Fig. 1: run 1, floorplan with the power grid
The bar under the picture is 50 µm long. Pins as bars on the die edge. Tap cells in gray.
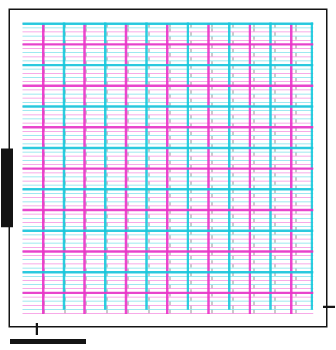
Fig. 2: run 1, placement by cell class
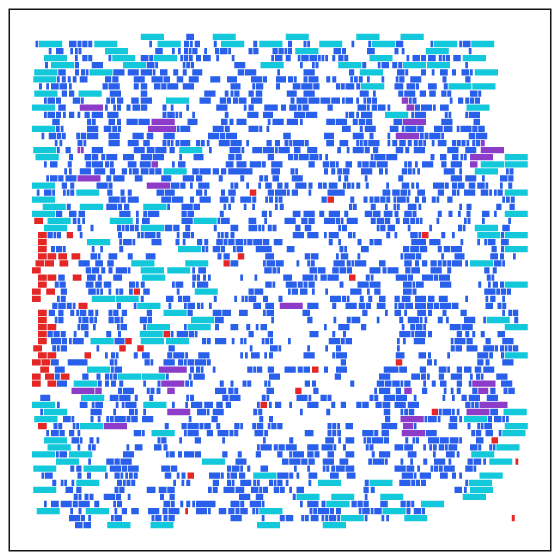
Fig. 3: run 1, routed clock nets over the placement
The bar under the picture is 50 µm long.
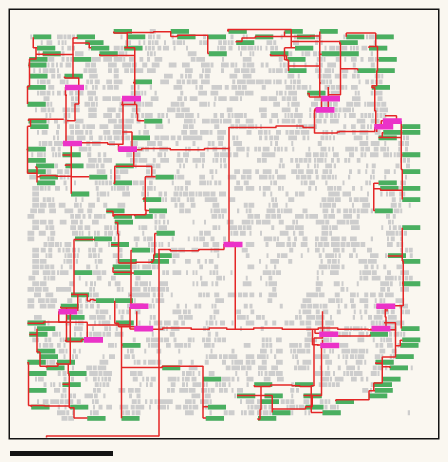
Fig. 4: run 1, wiring by layer
The bar under the picture is 50 µm long. Two of the layers only.
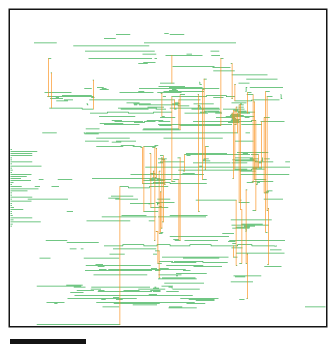
[src/rtl/theme_pkg.sv]
// Shared theme/palette definitions for the panel
// colouring stage and its readback decoder.
package theme_pkg;

  localparam int NPAL = 7;

  typedef logic [2:0] pal_idx_t;
  typedef logic [2:0] theme_t;

  localparam pal_idx_t PAL_BLACK   = 3'd0;
  localparam pal_idx_t PAL_WHITE   = 3'd1;
  localparam pal_idx_t PAL_DKGREEN = 3'd2;
  localparam pal_idx_t PAL_GRAY    = 3'd3;
  localparam pal_idx_t PAL_GREEN   = 3'd4;
  localparam pal_idx_t PAL_NAVY    = 3'd5;
  localparam pal_idx_t PAL_PINK    = 3'd6;

  localparam logic [23:0] RGB_BLACK   = 24'h000000;
  localparam logic [23:0] RGB_WHITE   = 24'hFFFFFF;
  localparam logic [23:0] RGB_DKGREEN = 24'h2A572A;
  localparam logic [23:0] RGB_GRAY    = 24'hAAAAAA;
  localparam logic [23:0] RGB_GREEN   = 24'h00AA00;
  localparam logic [23:0] RGB_NAVY    = 24'h00003C;
  localparam logic [23:0] RGB_PINK    = 24'hF470F6;

  localparam theme_t TH_WOK  = 3'd0;
  localparam theme_t TH_KOW  = 3'd1;
  localparam theme_t TH_KOG  = 3'd2;
  localparam theme_t TH_KOGY = 3'd3;
  localparam theme_t TH_GOK  = 3'd4;
  localparam theme_t TH_WOB  = 3'd5;
  localparam theme_t TH_GYOK = 3'd6;
  localparam theme_t TH_POK  = 3'd7;

  typedef struct packed {
    pal_idx_t fg;
    pal_idx_t bg;
  } pair_t;

  typedef enum logic {
    ST_RUN,
    ST_DECIDE
  } state_t;

  function automatic pair_t theme_pair(theme_t t);
    pair_t p;
    p = '0;
    unique case (t)
      TH_WOK:  p = '{PAL_WHITE, PAL_BLACK};
      TH_KOW:  p = '{PAL_BLACK, PAL_WHITE};
      TH_KOG:  p = '{PAL_BLACK, PAL_DKGREEN};
      TH_KOGY: p = '{PAL_BLACK, PAL_GRAY};
      TH_GOK:  p = '{PAL_GREEN, PAL_BLACK};
      TH_WOB:  p = '{PAL_WHITE, PAL_NAVY};
      TH_GYOK: p = '{PAL_GRAY, PAL_BLACK};
      TH_POK:  p = '{PAL_PINK, PAL_BLACK};
    endcase
    return p;
  endfunction

endpackage

[src/rtl/rgb_palette_match.sv]
// Combinational RGB to palette index lookup.
// Colours outside the palette report hit=0.
module rgb_palette_match
  import theme_pkg::*;
(
  input  logic [7:0] r,
  input  logic [7:0] g,
  input  logic [7:0] b,
  output logic       hit,
  output pal_idx_t   idx
);

  logic [23:0] rgb;

  assign rgb = {r, g, b};

  always_comb begin
    hit = 1'b1;
    idx = PAL_BLACK;
    unique case (1'b1)
      (rgb == RGB_BLACK):   idx = PAL_BLACK;
      (rgb == RGB_WHITE):   idx = PAL_WHITE;
      (rgb == RGB_DKGREEN): idx = PAL_DKGREEN;
      (rgb == RGB_GRAY):    idx = PAL_GRAY;
      (rgb == RGB_GREEN):   idx = PAL_GREEN;
      (rgb == RGB_NAVY):    idx = PAL_NAVY;
      (rgb == RGB_PINK):    idx = PAL_PINK;
      default:              hit = 1'b0;
    endcase
  end

endmodule

[src/rtl/rgb_theme_decoder.sv]
// Recovers the character plane from a themed RGB
// stream and learns the theme from colour counts.
module rgb_theme_decoder
  import theme_pkg::*;
#(
  parameter int CNT_W = 19
) (
  input  logic       clk,
  input  logic       rst_n,
  input  logic       in_valid,
  output logic       in_ready,
  input  logic [7:0] in_r,
  input  logic [7:0] in_g,
  input  logic [7:0] in_b,
  input  logic       in_sof,
  input  logic       in_eof,
  output logic       out_valid,
  input  logic       out_ready,
  output logic       pxo,
  output logic       px_unk,
  output logic       out_sof,
  output logic       out_eof,
  output logic [2:0] theme,
  output logic       locked
);

  localparam logic [CNT_W-1:0] ONE = CNT_W'(1);

  state_t state, nstate;
  logic acc, decide;
  logic pm_hit;
  pal_idx_t pm_idx;
  logic [CNT_W-1:0] cnt [NPAL];

  rgb_palette_match u_match (
    .r   (in_r),
    .g   (in_g),
    .b   (in_b),
    .hit (pm_hit),
    .idx (pm_idx)
  );

  assign acc = in_valid & in_ready;

  always_ff @(posedge clk or negedge rst_n) begin
    if (!rst_n) state <= ST_RUN;
    else        state <= nstate;
  end

  always_comb begin
    nstate = state;
    unique case (state)
      ST_RUN:    if (acc && in_eof) nstate = ST_DECIDE;
      ST_DECIDE: nstate = ST_RUN;
    endcase
  end

  always_comb begin
    decide   = (state == ST_DECIDE);
    in_ready = (state == ST_RUN) &&
               (!out_valid || out_ready);
  end

  // sof restarts the statistics, so a frame lost
  // its eof never pollutes the next decision
  always_ff @(posedge clk or negedge rst_n) begin
    if (!rst_n) begin
      for (int i = 0; i < NPAL; i++) cnt[i] <= '0;
    end else if (decide) begin
      for (int i = 0; i < NPAL; i++) cnt[i] <= '0;
    end else if (acc) begin
      for (int i = 0; i < NPAL; i++) begin
        if (in_sof)
          cnt[i] <= (pm_hit && pm_idx == 3'(i))
                    ? ONE : '0;
        else if (pm_hit && pm_idx == 3'(i) &&
                 cnt[i] != '1)
          cnt[i] <= cnt[i] + ONE;
      end
    end
  end

  logic [CNT_W-1:0] bg_c, fg_c;
  pal_idx_t bg_i, fg_i;
  logic fg_ok;

  // strict compares keep the lowest index on ties
  always_comb begin
    bg_c = cnt[0];
    bg_i = PAL_BLACK;
    for (int i = 1; i < NPAL; i++) begin
      if (cnt[i] > bg_c) begin
        bg_c = cnt[i];
        bg_i = 3'(i);
      end
    end
    fg_c = '0;
    fg_i = PAL_BLACK;
    for (int i = 0; i < NPAL; i++) begin
      if (3'(i) != bg_i && cnt[i] > fg_c) begin
        fg_c = cnt[i];
        fg_i = 3'(i);
      end
    end
    fg_ok = (fg_c != '0);
  end

  pair_t want;
  theme_t hit_t;
  logic pair_ok;

  always_comb begin
    want.fg = fg_i;
    want.bg = bg_i;
    hit_t   = TH_WOK;
    pair_ok = 1'b0;
    for (int t = 0; t < 8; t++) begin
      if (theme_pair(3'(t)) == want) begin
        hit_t   = 3'(t);
        pair_ok = 1'b1;
      end
    end
  end

  always_ff @(posedge clk or negedge rst_n) begin
    if (!rst_n) begin
      theme  <= TH_WOK;
      locked <= 1'b0;
    end else if (decide && fg_ok && pair_ok) begin
      theme  <= hit_t;
      locked <= 1'b1;
    end
  end

  pair_t cur;
  logic is_fg, is_bg;

  always_comb begin
    cur   = theme_pair(theme);
    is_fg = pm_hit && (pm_idx == cur.fg);
    is_bg = pm_hit && (pm_idx == cur.bg);
  end

  always_ff @(posedge clk or negedge rst_n) begin
    if (!rst_n) begin
      out_valid <= 1'b0;
      pxo       <= 1'b0;
      px_unk    <= 1'b0;
      out_sof   <= 1'b0;
      out_eof   <= 1'b0;
    end else if (acc) begin
      out_valid <= 1'b1;
      pxo       <= is_fg;
      px_unk    <= !(is_fg || is_bg);
      out_sof   <= in_sof;
      out_eof   <= in_eof;
    end else if (out_ready) begin
      out_valid <= 1'b0;
    end
  end

endmodule

[config.mk]
export PLATFORM = sky130hd
export DESIGN_NAME = rgb_theme_decoder
export DESIGN_NICKNAME = d
export VERILOG_FILES = /design/src/rtl/theme_pkg.sv /design/src/rtl/rgb_palette_match.sv /design/src/rtl/rgb_theme_decoder.sv
export SDC_FILE = /design/constraint.sdc
export NUM_CORES = 1
export LEC_CHECK = 0
export CORE_MARGIN = 8
export CORE_UTILIZATION = 44
export CTS_BUF_LIST = sky130_fd_sc_hd__clkbuf_16
export DETAILED_ROUTE_END_ITERATION = 7
export HOLD_SLACK_MARGIN = 0.08
export RECOVER_POWER = 50
export SLEW_MARGIN = 25
export SYNTH_ARGS = -nofsm -noshare
export SYNTH_HDL_FRONTEND = slang
export SYNTH_HIERARCHICAL = 1
export SYNTH_SLANG_ARGS = --single-unit
[constraint.sdc]
create_clock -name clk -period 45 [get_ports clk]
set_clock_uncertainty 0.1 [all_clocks]
set_input_delay 11.25 -clock clk [delete_from_list [all_inputs] [get_ports clk]]
set_output_delay 11.25 -clock clk [all_outputs]
set_load 0.1 [all_outputs]
==> impl_metrics.toml, run 1 <==
# generated from flow reports
[place]
place_area_um2 = 17010
routabilityCongestion = 1.040
place_inst = 2490
dp_hpwl_mm = 52.28

[job]
maxCapViolations = 3
warnings = 28

[cells_and_area]
layout.cells.non_filler = 2522
area_delta_synth_final_pct = 9.098
layout_top_cell = "ha_1"
fillers = 3597
regArea_um2 = 3578
utilization_pct = 48.46
diodes = 0
logic_area_um2 = 11790
final_cell_mix = "ha_1, nor2_1, nand2_1"
fin_area_um2 = 17610
fin_nets = 2306
drive_above_1_share_pct = 5.745

[clock_network]
cts_made_buffers = 17
cts_sinks = 143
cts_resized = 0
cts-root-buf = "clkbuf_16"
hold_buffers = 0
clock_latency_ps = 470
htreeDepth = 4
cts_buffer_depth = 2
post-cts-setup-buffer-count = 0
cts_tree = "done"
clkTransAtPathRegs_ps = 70

[logic_synthesis]
ys_sh_simple_pct = 24.35
compound_area_share_pct = 19.07
synth_adder_area_share_pct = 18.27
synthArstFlopShare_pct = 100.0
ys_seq_share_pct = 22.17
yosysUniqueCellTypes = 88
ff_type = "dfrtp_1"
fp_nets = 2306
syn_inst = 2041
synth_xor_xnor_area_share_pct = 5.479
yosysWarnings = 6
avgSynthCellArea_um2 = 7.910
yosysChipArea_um2 = 16140
edf_count = 0

[final_timing]
holdWs_ps = 383.9
finalHoldViolations = 0
rsz0062_at_grt = "no"
period_used_pct = 82.03
min_period_ps = 36910
slew_headroom_pct = -104.0
setup_viol = 0
layout_setup_ws_ps = 8086
finalSetupTns_ps = 0
timing.fmax_ghz = 0.02709
slew_violations = 148

[route]
viasPerCell = 6.313
num_vias = 15920
antenna_left = 0
initialDrtViolationCount = 1908
routed_wl_mm = 64.70
firstDrtPassIters = 7
routedWlPerCell_um = 25.65
drc = 0

[floorplanning]
core_area_um2 = 36350
die_y_um = 207.6
num_io_pins = 40
chip_area_um2 = 43080
rows = 70
initial_core_util_pct = 44.42

[critical_path]
path_buffers = 15
cp-end-kind = "flop"
crit_path_start_kind = "flop"
crit_path_frequent_cell = "o21a_1"
cpPeakStageDelay_ps = 1000
worstSetupPathType = "reg2reg"
crit_family = "AND-OR/OR-AND gates"
critPathSlowestCell = "o31ai_1"
crit_required_ps = 45240
worstPathArrival_ps = 37160
cp_max_fo = 45

[global_route]
grt_pass1_wl_mm = 98.30
grt_usage_pct = 29.70
antenna_found_initial = 0
grt.overflow.total = 0

[status]
outcome = "finished with violations"
violations = "max-capacitance violations, max-slew violations"

[hold_path]
hp-class = "reg2reg"
## Picture notes: Fig. 1
legend:
  cyan:
    net: VDD
  magenta:
    net: VSS
tap cells: 468
met1 rails: 71
met5 straps: 14
rows: 70
met4 straps: 14

## Picture notes: Fig. 2
legend:
  purple:
    class: clock drivers and dummy loads
    cells: 32
  red:
    class: remaining buffers and delay cells
    cells: 61
  blue:
    class: combinational and other logic
    cells: 1,818
  cyan:
    class: sequential cells
    cells: 143

## Picture notes: Fig. 3
legend:
  green:
    item: flip-flops
    count: 143
  magenta:
    item: clock drivers
    count: 17
  red:
    item: clock wires
    length: 2,560 µm
routed clock nets: 18

## Picture notes: Fig. 4
legend:
  green:
    layer: metal 3
    wire_length: 4,960 µm
  orange:
    layer: metal 4
    wire_length: 1,970 µm

==> run 1: layer usage <==
metal	track usage [%]	wire length, µm	vias up	share of wire (%)
met5	0	0	-	0
met4	9.194	1968	0	3.0
met3	5.420	4960	121	7.7
met2	43.93	27110	693	42
met1	43.06	30660	7708	47
li1	-	-	7399	-
==> run 1: flip-flops by register name, summed over array words and instances, names as in the netlist <==
signal and count:
decide 1, theme 3, pxo 1, cnt 133
out_valid 1, locked 1, out_sof 1, out_eof 1
px_unk 1
==> run 1: cells in the mapped netlist, types with 4 or more instances <==
master,count,share of area (%)
o31ai_1,6,0.28
and4_1,12,0.65
o211a_1,5,0.31
nor2_1,220,5.1
a211oi_1,8,0.37
o21ai_0,107,3.3
a21oi_1,120,3.7
or3_1,26,1.0
nand2b_1,16,0.62
nor3_1,39,1.2
a21o_1,66,3.1
o211ai_1,8,0.37
inv_1,133,3.1
clkbuf_1,57,1.3
o2111ai_1,9,0.49
buf_1,11,0.26
a221oi_1,9,0.49
nor2b_1,23,0.89
a21boi_0,8,0.37
a31oi_1,8,0.31
buf_2,11,0.34
xnor2_1,66,3.6
nor4_1,31,1.2
dfrtp_1,143,22
a221o_1,6,0.37
nand3b_1,4,0.19
ha_1,235,18
o21a_1,34,1.6
and2_1,14,0.54
o31a_1,7,0.38
xor2_1,35,1.9
a311oi_1,12,0.65
nand3_1,82,2.5
or2_2,8,0.31
or4_1,9,0.42
nand4_1,70,2.7
nand2_1,197,4.6
mux2i_1,55,3.4
o32ai_1,5,0.27
mux2_2,28,2.0
o22ai_1,4,0.15
and3_1,18,0.70
==> run 1: final timing paths <==
check	startpoint	end	slack, ps	cells past startpoint
worst max-delay path	cnt[124]$_DFFE_PN0P_	theme[2]$_DFFE_PN0P_	8090	146
worst min-delay path	out_eof$_DFFE_PN0P_	out_eof$_DFFE_PN0P_	380	1
worst max register to register	cnt[124]$_DFFE_PN0P_	theme[2]$_DFFE_PN0P_	8090	146
worst min register to register	out_eof$_DFFE_PN0P_	out_eof$_DFFE_PN0P_	380	1
max in group asynchronous	rst_n	cnt[13]$_DFFE_PN0P_	29700	2
min in group asynchronous	rst_n	cnt[92]$_DFFE_PN0P_	11310	1
==> run 1: cell families (layout without fill, tap and decap cells) <==
kind of cell	count (synthesis)	in the layout
compound gates	467	467
buf+inv	216	229
flops	143	143
xor+xnor	101	101
fa+ha+maj	236	236
simple gates	793	793
mux	85	85
==> run 1: final cells by class <==
type | count | area share [%]
clock buffers | 17 | 2.415
well taps | 468 | 3.325
clock inverters | 15 | 1.037
flip-flops and latches | 143 | 20.32
repair buffers | 61 | 3.076
inverters | 136 | 2.898
multi-input cells | 1682 | 66.93
Fig. 5: run 1, clock nets
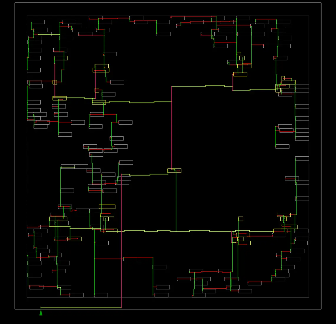

==> run 2, diff against run 1 <==
==> constraint.sdc (replaced) <==
create_clock -name clk -period 38.5 [get_ports clk]
set_clock_uncertainty 0.1 [all_clocks]
set_input_delay 9.625 -clock clk [delete_from_list [all_inputs] [get_ports clk]]
set_output_delay 9.625 -clock clk [all_outputs]
set_load 0.1 [all_outputs]
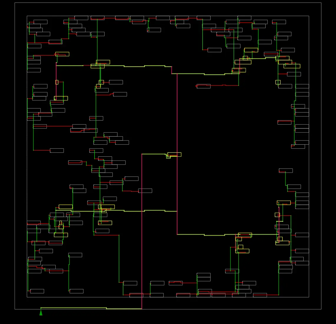
Fig. 6. Clock nets (run 2).
flop count: 143
Clock Sinks: 143

==> run 2 against run 1 <==
The run still ends with max-capacitance violations, max-slew violations left; sequential share of layout area hardly changed; global-route usage hardly changed; final area is 0.16% lower; cell count is 0.12% lower; sequential cell count stayed put; die area stayed put; utilization is 0.076 points lower; highest routed layer unchanged.
==> impl_metrics.toml, run 2 <==
# generated from flow reports
[place]
place_area_um2 = 17000
dp_hpwl_mm = 52.22
place_inst = 2487

[logic_synthesis]
yosysChipArea_um2 = 16140
ys_seq_share_pct = 22.17
synthArstFlopShare_pct = 100.0
largest_area_cell = "dfrtp_1"
synth_top_cell_by_count = "ha_1"
edf_count = 0
syn_inst = 2041
area_leaders = "dfrtp_1, ha_1, nor2_1"
top_area_share_pct = 22.17
yosysWarnings = 6
common_cells = "ha_1, nor2_1, nand2_1"
yosysUniqueCellTypes = 88

[final_timing]
timing.fmax_ghz = 0.02753
slew_violations = 146
period_used_pct = 94.34
rsz0062_at_grt = "no"
finalHoldViolations = 0

[global_route]
grt_pass1_wl_mm = 98.35
grt.overflow.total = 0

[floorplanning]
initial_core_util_pct = 44.42
core_area_um2 = 36350
rows = 70
num_io_pins = 40
chip_area_um2 = 43080

[clock_network]
htreeDepth = 4
clock_latency_ps = 470
cts_made_buffers = 17
cts-root-buf = "clkbuf_16"
cts_buffer_depth = 2
cts_tree = "done"

[critical_path]
crit_path_start_kind = "flop"
worstSetupPathType = "reg2reg"
cpPeakStageDelay_ps = 810
critPathSlowestCell = "o21ai_0"
r2r_slack_ps = 2180
rr_worst_depth = 145
cp_max_fo = 45
worstPathArrival_ps = 36570
crit_path_frequent_cell = "o21a_1"

[status]
outcome = "finished with violations"
violations = "max-capacitance violations, max-slew violations"

[cells_and_area]
layout.cells.non_filler = 2519
fin_nets = 2303
largest_reg_flops = 133
layout_top_cell = "ha_1"
utilization_pct = 48.38

[route]
num_vias = 15940
initialDrtViolationCount = 1652
viasPerCell = 6.329
drc = 0

[job]
warnings = 28
maxCapViolations = 2

[hold_path]
min_from = "px_unk$_DFFE_PN0P_"
hp-class = "reg2reg"
hold_depth = 1
holdPathEnd = "px_unk$_DFFE_PN0P_"
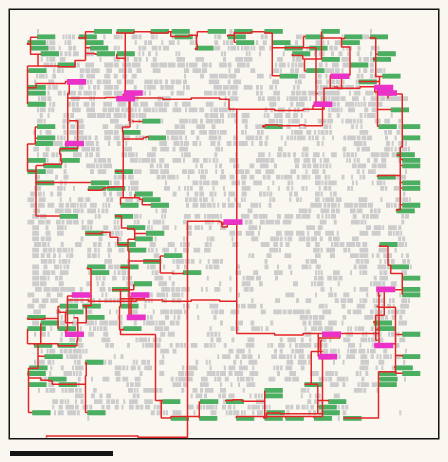
Fig. 7. Routed clock nets over the placement (run 2).
The bar under the picture is 50 µm long.
legend:
  red:
    item: clock wires
    length: 2,590 µm
  magenta:
    item: clock drivers
    count: 17
  green:
    item: flip-flops
    count: 143
flops lie: widely spread

run 2: logic make-up (layout without fill, tap and decap cells):
logic type      Yosys count  after routing  share of synthesized area (%)
buf+inv                 216            226                          5.154
flops                   143            143                          22.17
simple gates            793            793                          24.35
xor+xnor                101            101                          5.479
compound gates          467            467                          19.07
mux                      85             85                          5.503
fa+ha+maj               236            236                          18.27
run 2: area by class of cell:
class / instances / area, µm²
Clock inverter: 15 / 162.7
Inverter: 136 / 510.5
Sequential cell: 143 / 3578
Timing Repair Buffer: 58 / 523.0
Clock buffer: 17 / 425.4
Fill cell: 3591 / 18760
Multi-Input combinational cell: 1682 / 11800
Tap cell: 468 / 585.6
run 2: worst max-delay path, delay by kind of cell (launching register included):
kind,cells,cell delay [ps]
simple gates,32,7600
mux,5,2090
buf+inv,14,2950
fa+ha+maj,12,3640
compound gates,82,19060
flops,1,610
run 2: worst max path at each step:
| stage | start | end | slack [ps] | depth (start not counted) |
|---|---|---|---|---|
| after global routing | cnt[124]$_DFFE_PN0P_ | theme[2]$_DFFE_PN0P_ | 130 | 147 |
| final | cnt[124]$_DFFE_PN0P_ | theme[0]$_DFFE_PN0P_ | 2180 | 145 |
| after global placement | cnt[124]$_DFFE_PN0P_ | theme[2]$_DFFE_PN0P_ | 2930 | 144 |
| after detailed placement | cnt[124]$_DFFE_PN0P_ | theme[0]$_DFFE_PN0P_ | 2660 | 150 |
| after floorplan | cnt[124]$_DFFE_PN0P_ | theme[0]$_DFFE_PN0P_ | 6640 | 169 |
| after CTS | cnt[124]$_DFFE_PN0P_ | theme[0]$_DFFE_PN0P_ | 2510 | 146 |
run 2: what timing repair did:
item / CTS / global route
endpoints found under the setup margin: 0 / 2
resized: 0 / 1
hold buffers: 0 / 0
run 2: metal layers:
metal	share of wire (%)	GRT usage (%)	vias to the layer above
li1	-	-	7409
met1	48	42.58	7754
met2	42	43.78	670
met3	7.8	6.341	109
met4	2.8	9.416	0
met5	0	0	-
